[src/rtl/uart_rx_pkg.sv]
// uart_rx_pkg: shared UART receive/transmit state encodings and baud constants.
package uart_rx_pkg;

    typedef enum logic [1:0] {
        IDLE  = 2'b00,
        START = 2'b01,
        DATA  = 2'b10,
        STOP  = 2'b11
    } rx_state_t;

    localparam int OVERSAMPLE       = 16;
    localparam int DEFAULT_BAUD_DIV = 651;

endpackage

[src/rtl/uart_rx_baud_gen.sv]
// baud_gen: free-running divider producing a one-cycle tick at 16x the baud rate.
module baud_gen
    import uart_rx_pkg::*;
#(
    parameter int BAUD_DIV = DEFAULT_BAUD_DIV
) (
    input  logic clk_100MHz,
    input  logic reset,
    output logic tick
);

    localparam int CW = (BAUD_DIV > 1) ? $clog2(BAUD_DIV) : 1;

    logic [CW-1:0] count;

    assign tick = count == CW'(BAUD_DIV - 1);

    always_ff @(posedge clk_100MHz or posedge reset) begin
        if (reset)
            count <= '0;
        else
            count <= tick ? '0 : count + 1'b1;
    end

endmodule

[src/rtl/uart_rx.sv]
// uart_rx: 16x oversampling 8N1 receiver; flags bad stop bits and pulses done per good byte.
module uart_rx
    import uart_rx_pkg::*;
#(
    parameter int DATA_BITS = 8,
    parameter int SB_TICKS  = 16,
    parameter int BAUD_DIV  = DEFAULT_BAUD_DIV
) (
    input  logic                 clk_100MHz,
    input  logic                 reset,
    input  logic                 rx,
    output logic [DATA_BITS-1:0] rx_data,
    output logic                 rx_done_tick,
    output logic                 frame_error,
    output logic                 busy
);

    localparam int SW = (SB_TICKS > 16) ? 5 : 4;
    localparam int NW = $clog2(DATA_BITS);

    logic                 tick;
    logic                 rx_meta, rx_s, rx_prev;
    rx_state_t            state, state_next;
    logic [SW-1:0]        s, s_next;
    logic [NW-1:0]        n, n_next;
    logic [DATA_BITS-1:0] shift, shift_next, rx_data_next;
    logic                 done_next, ferr_next;

    baud_gen #(.BAUD_DIV(BAUD_DIV)) u_baud_gen (
        .clk_100MHz (clk_100MHz),
        .reset      (reset),
        .tick       (tick)
    );

    // Sync flops reset to the idle level so release does not look like a start edge by itself.
    always_ff @(posedge clk_100MHz or posedge reset) begin
        if (reset) begin
            rx_meta <= 1'b1;
            rx_s    <= 1'b1;
            rx_prev <= 1'b1;
        end else begin
            rx_meta <= rx;
            rx_s    <= rx_meta;
            rx_prev <= rx_s;
        end
    end

    always_ff @(posedge clk_100MHz or posedge reset) begin
        if (reset) begin
            state        <= IDLE;
            s            <= '0;
            n            <= '0;
            shift        <= '0;
            rx_data      <= '0;
            rx_done_tick <= 1'b0;
            frame_error  <= 1'b0;
        end else begin
            state        <= state_next;
            s            <= s_next;
            n            <= n_next;
            shift        <= shift_next;
            rx_data      <= rx_data_next;
            rx_done_tick <= done_next;
            frame_error  <= ferr_next;
        end
    end

    always_comb begin
        state_next   = state;
        s_next       = s;
        n_next       = n;
        shift_next   = shift;
        rx_data_next = rx_data;
        done_next    = 1'b0;
        ferr_next    = 1'b0;
        case (state)
            IDLE: begin
                if (!rx_s && rx_prev) begin
                    state_next = START;
                    s_next     = '0;
                end
            end
            START: begin
                if (tick) begin
                    if (s == SW'(7)) begin
                        state_next = rx_s ? IDLE : DATA;
                        s_next     = '0;
                        n_next     = '0;
                    end else begin
                        s_next = s + 1'b1;
                    end
                end
            end
            DATA: begin
                if (tick) begin
                    if (s == SW'(15)) begin
                        shift_next = {rx_s, shift[DATA_BITS-1:1]};
                        s_next     = '0;
                        if (n == NW'(DATA_BITS - 1))
                            state_next = STOP;
                        else
                            n_next = n + 1'b1;
                    end else begin
                        s_next = s + 1'b1;
                    end
                end
            end
            STOP: begin
                if (tick) begin
                    if (s == SW'(SB_TICKS - 1)) begin
                        state_next   = IDLE;
                        rx_data_next = rx_s ? shift : rx_data;
                        done_next    = rx_s;
                        ferr_next    = !rx_s;
                    end else begin
                        s_next = s + 1'b1;
                    end
                end
            end
            default: state_next = IDLE;
        endcase
    end

    assign busy = state != IDLE;

endmodule

[config.mk]
export PLATFORM = sky130hd
export DESIGN_NAME = uart_rx
export DESIGN_NICKNAME = d
export VERILOG_FILES = /design/src/rtl/uart_rx_pkg.sv /design/src/rtl/uart_rx_baud_gen.sv /design/src/rtl/uart_rx.sv
export SDC_FILE = /design/constraint.sdc
export NUM_CORES = 1
export LEC_CHECK = 0
export CORE_MARGIN = 2
export CORE_UTILIZATION = 40
export DETAILED_ROUTE_END_ITERATION = 7
export GPL_ROUTABILITY_DRIVEN = 0
export PLACE_DENSITY = 0.61
export RECOVER_POWER = 100
export SYNTH_ARGS = -nofsm -noshare
export SYNTH_HDL_FRONTEND = slang
export SYNTH_SLANG_ARGS = --single-unit
[constraint.sdc]
create_clock -name clk_100MHz -period 3.81 [get_ports clk_100MHz]
set_input_delay 0.381 -clock clk_100MHz [delete_from_list [all_inputs] [get_ports clk_100MHz]]
set_output_delay 0.381 -clock clk_100MHz [all_outputs]
set_load 0.01 [all_outputs]
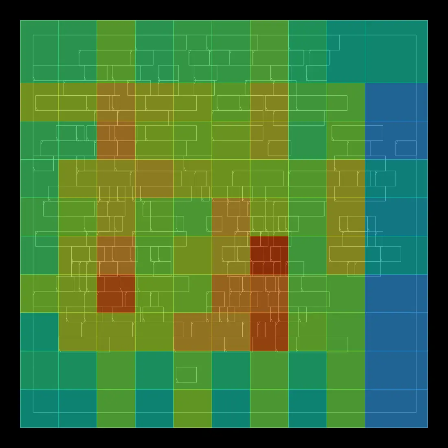
*Congestion heat map*
grt met1 use: 19.3%
drt wl/cell: 14.4 microns
GRT Total Usage: 13.7%
final core utilization: 44.5%

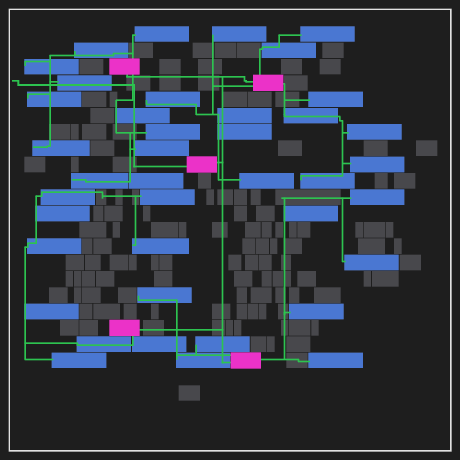
*Clock distribution*
Scale: 6 px per micron.
clock wires -> green  # length 513 microns
cells driving clock nets -> magenta  # count 5
flip-flops -> blue  # count 40
routed clock nets = 6
flops lie = all over the die

==> summary.txt <==
flow finished, numbers: Worst-Margin Slew 2.13 ns, Core ar. 0.00469 sq mm, Setup Fix Bufs, Post-CTS 0, first-pass GRT wire length 5.58 mm, post-route setup TNS 0 ns, worst setup margin 1.29 ns, n_diodes 0, Mapped Avg Cell Area 12.6 sq um, Sink Count 40, ranking of synthesized cells by area dfrtp_1 (48%), mux2_4 (6.2%), mux2_2 (5.9%), dfstp_2 (4.1%), ha_1 (3.3%), drt initial violations 62, largest net degree at the start of global routing 41, reg-to-reg slack, setup 1.48 ns, H-tree depth 2, Final setup violation count 0, hold depth 0, Port Buf Inserts 13, highest cell delay on the worst timing path 1.51 ns, maximum clock rate 397 MHz, Synth cell types 45, Area Overhead vs Synth 8.58%, Slew headroom -41.8%, FFs w/ async S/R, synth 100%, YS chip area 0.00192 sq mm, DR DRC count 0, critical path class in -> async, CP Cell Sequence dlygate4sd3_1 -> inv_1 -> clkbuf_1, final worst path period share 66.1%, Detail Route Antenna Nets 0, register area 0.00100 sq mm, CP required 3.79 ns, vias in the first global route 1169, CTS buffer count 5, CP Depth 3, Hold-fix buffers, CTS 0, logic area 738 sq um, OpenROAD warnings 27, Pwr per Cell Area 419 mW/mm^2, failing checks max-capacitance violations, max-slew violations, leakage power 0.00105 uW, die area 0.00538 sq mm, cells in synth_stat.txt 153, Hold Startpoint rx_meta$_DFF_PP1_, CP endpoint kind async pin, Vias 1161, Worst Setup SP reset, crit path buf inv count 3, status finished with violations, CP endpoint u_baud_gen.count[9]$_DFF_PP0_, post-DP HPWL 2.23 mm, RSZ-0062 raised after global routing no, RR Endpoint rx_data[1]$_DFFE_PP0P_, initial antenna violation count 0, CTS tree done, FF-to-FF Start u_baud_gen.count[4]$_DFF_PP0_, skew final 0.00655 ns, layout cells sized above 1 14.9%, I/O pin cnt 14, post_cts resized 0, Largest delay share family, worst path buffers and inverters, Critical Path AT 2.50 ns, Tmin final 2.52 ns, DRT Pass-1 Iters 4, Die Ht 73.4 microns, Max Transition Viols Final 41, Hold EP rx_s$_DFF_PP1_, post-synth top area cell dfrtp_1, Critical Path Fanout Max 40, Clock transition at path regs 0.07 ns, Synth flops 40, Synth top area share 48.1%, syn_nets 161, CTS Root Cell clkbuf_8, reg2reg path depth 4, CP max stage cell clkbuf_1, Place WS 1.85 ns, row count 25, Commonest flop dfrtp_1, post-synthesis cell count 153, Final Hold Fails 0, max-cap violations 1, chip width 73.4 microns, Fillers 440, nets 175, Post-synth EDFFs 0, most numerous logic cells after layout dfrtp_1 (37), dlygate4sd3_1 (13), inv_1 (10), mux2_2 (10), nand2_1 (9), clk buf depth 2, Hold Crit Class reg -> reg, GR Overflow Total 0, core utilization at floorplan 41.0%, Synth Seq Share 52.2%, clk ins delay skew pair 0.30 ns, peak supply drop 0.216 mV, synthesized area 0.00192 sq mm, most frequent logic cell in the layout dfrtp_1, final wirelength 3.20 mm, Synth warnings 0, Worst setup SP type primary input, vias per cell 5.23, power consumption 875 uW
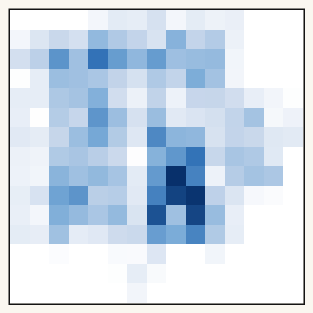
*Wire density map*
Scale: 4 px per micron. The die is cut into 15 by 15 equal tiles; white is low, dark blue is high, scaled to the fullest tile. Values are wire area over tile area, all layers added.
densest ninth of the die = centre
mean over tiles = 0.092
fullest tile = 0.45
nearly empty tiles = 30%
tiles over half the peak = 9.3%
emptiest ninth of the die = south-east

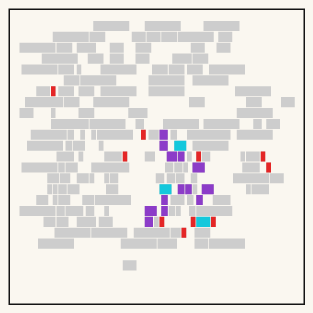
*Gate families picked out*
Scale: 4 px per micron.
inverting AOI/OAI gates -> purple  # cells 13, where centre
AND-OR and OR-AND gates -> cyan  # cells 3
inverters -> red  # cells 10

logic make-up after synthesis:
logic type,share of synthesized area [%]
AND-OR/OR-AND,5.72
adder cells (fa/ha/maj),3.25
multiplexers,14.2
flip-flops,52.2
XOR/XNOR,3.19
AND/OR/NAND/NOR,15.1
buffers and inverters,6.31
Yosys cell counts (all sizes together) (3+ instances only):
library cell,instances
xnor2,4
mux2i,4
inv,10
dfrtp,37
nand3,5
xor2,3
nand2,9
a21oi,4
mux2,18
buf,4
ha,5
nor2,8
and2,4
dfstp,3
and3,7
report_power, final:
| group | leakage, uW | switching, uW | internal (uW) |
|---|---|---|---|
| Clock | 0.0000552 | 148 | 194 |
| Combinational | 0.000464 | 42.2 | 35.5 |
| Sequential | 0.000526 | 15.5 | 439 |
area by class of cell:
class	instances	area share (%)
Multi-Input combinational cell	96	35.3
Tap cell	54	3.23
Inverter	10	1.80
Clock buffer	6	3.47
Sequential cell	40	48.1
Clock inverter	2	1.68
Timing Repair Buffer	14	6.41
metal layers:
metal	track usage [%]	share of wire [%]	wire, microns
met1	19.3	49	1550
met2	19.4	46	1480
met3	4.53	3.3	107
met4	5.66	1.9	61
met5	0	0	0
flip-flops by register name (all words and copies together), names as in the netlist, named ones only:
register / flops
rx_meta: 1
rx_prev: 1
frame_error: 1
rx_s: 1
n: 3
shift: 8
state: 1
s: 4
rx_done_tick: 1
u_baud_gen.count: 10
rx_data: 8
per-stage QoR:
| stage | instances | hold slack, ns | instance area (sq um) |
|---|---|---|---|
| 2_1_floorplan | 153 | 0.345 | 1920 |
| 3_3_place_gp | 214 | 0.347 | 2050 |
| 3_5_place_dp | 214 | 0.349 | 2050 |
| 4_1_cts | 222 | 0.360 | 2150 |
| 5_1_grt | 222 | 0.370 | 2090 |
| 6_report | 222 | 0.364 | 2090 |
Power is estimated from default activity; no workload was simulated.
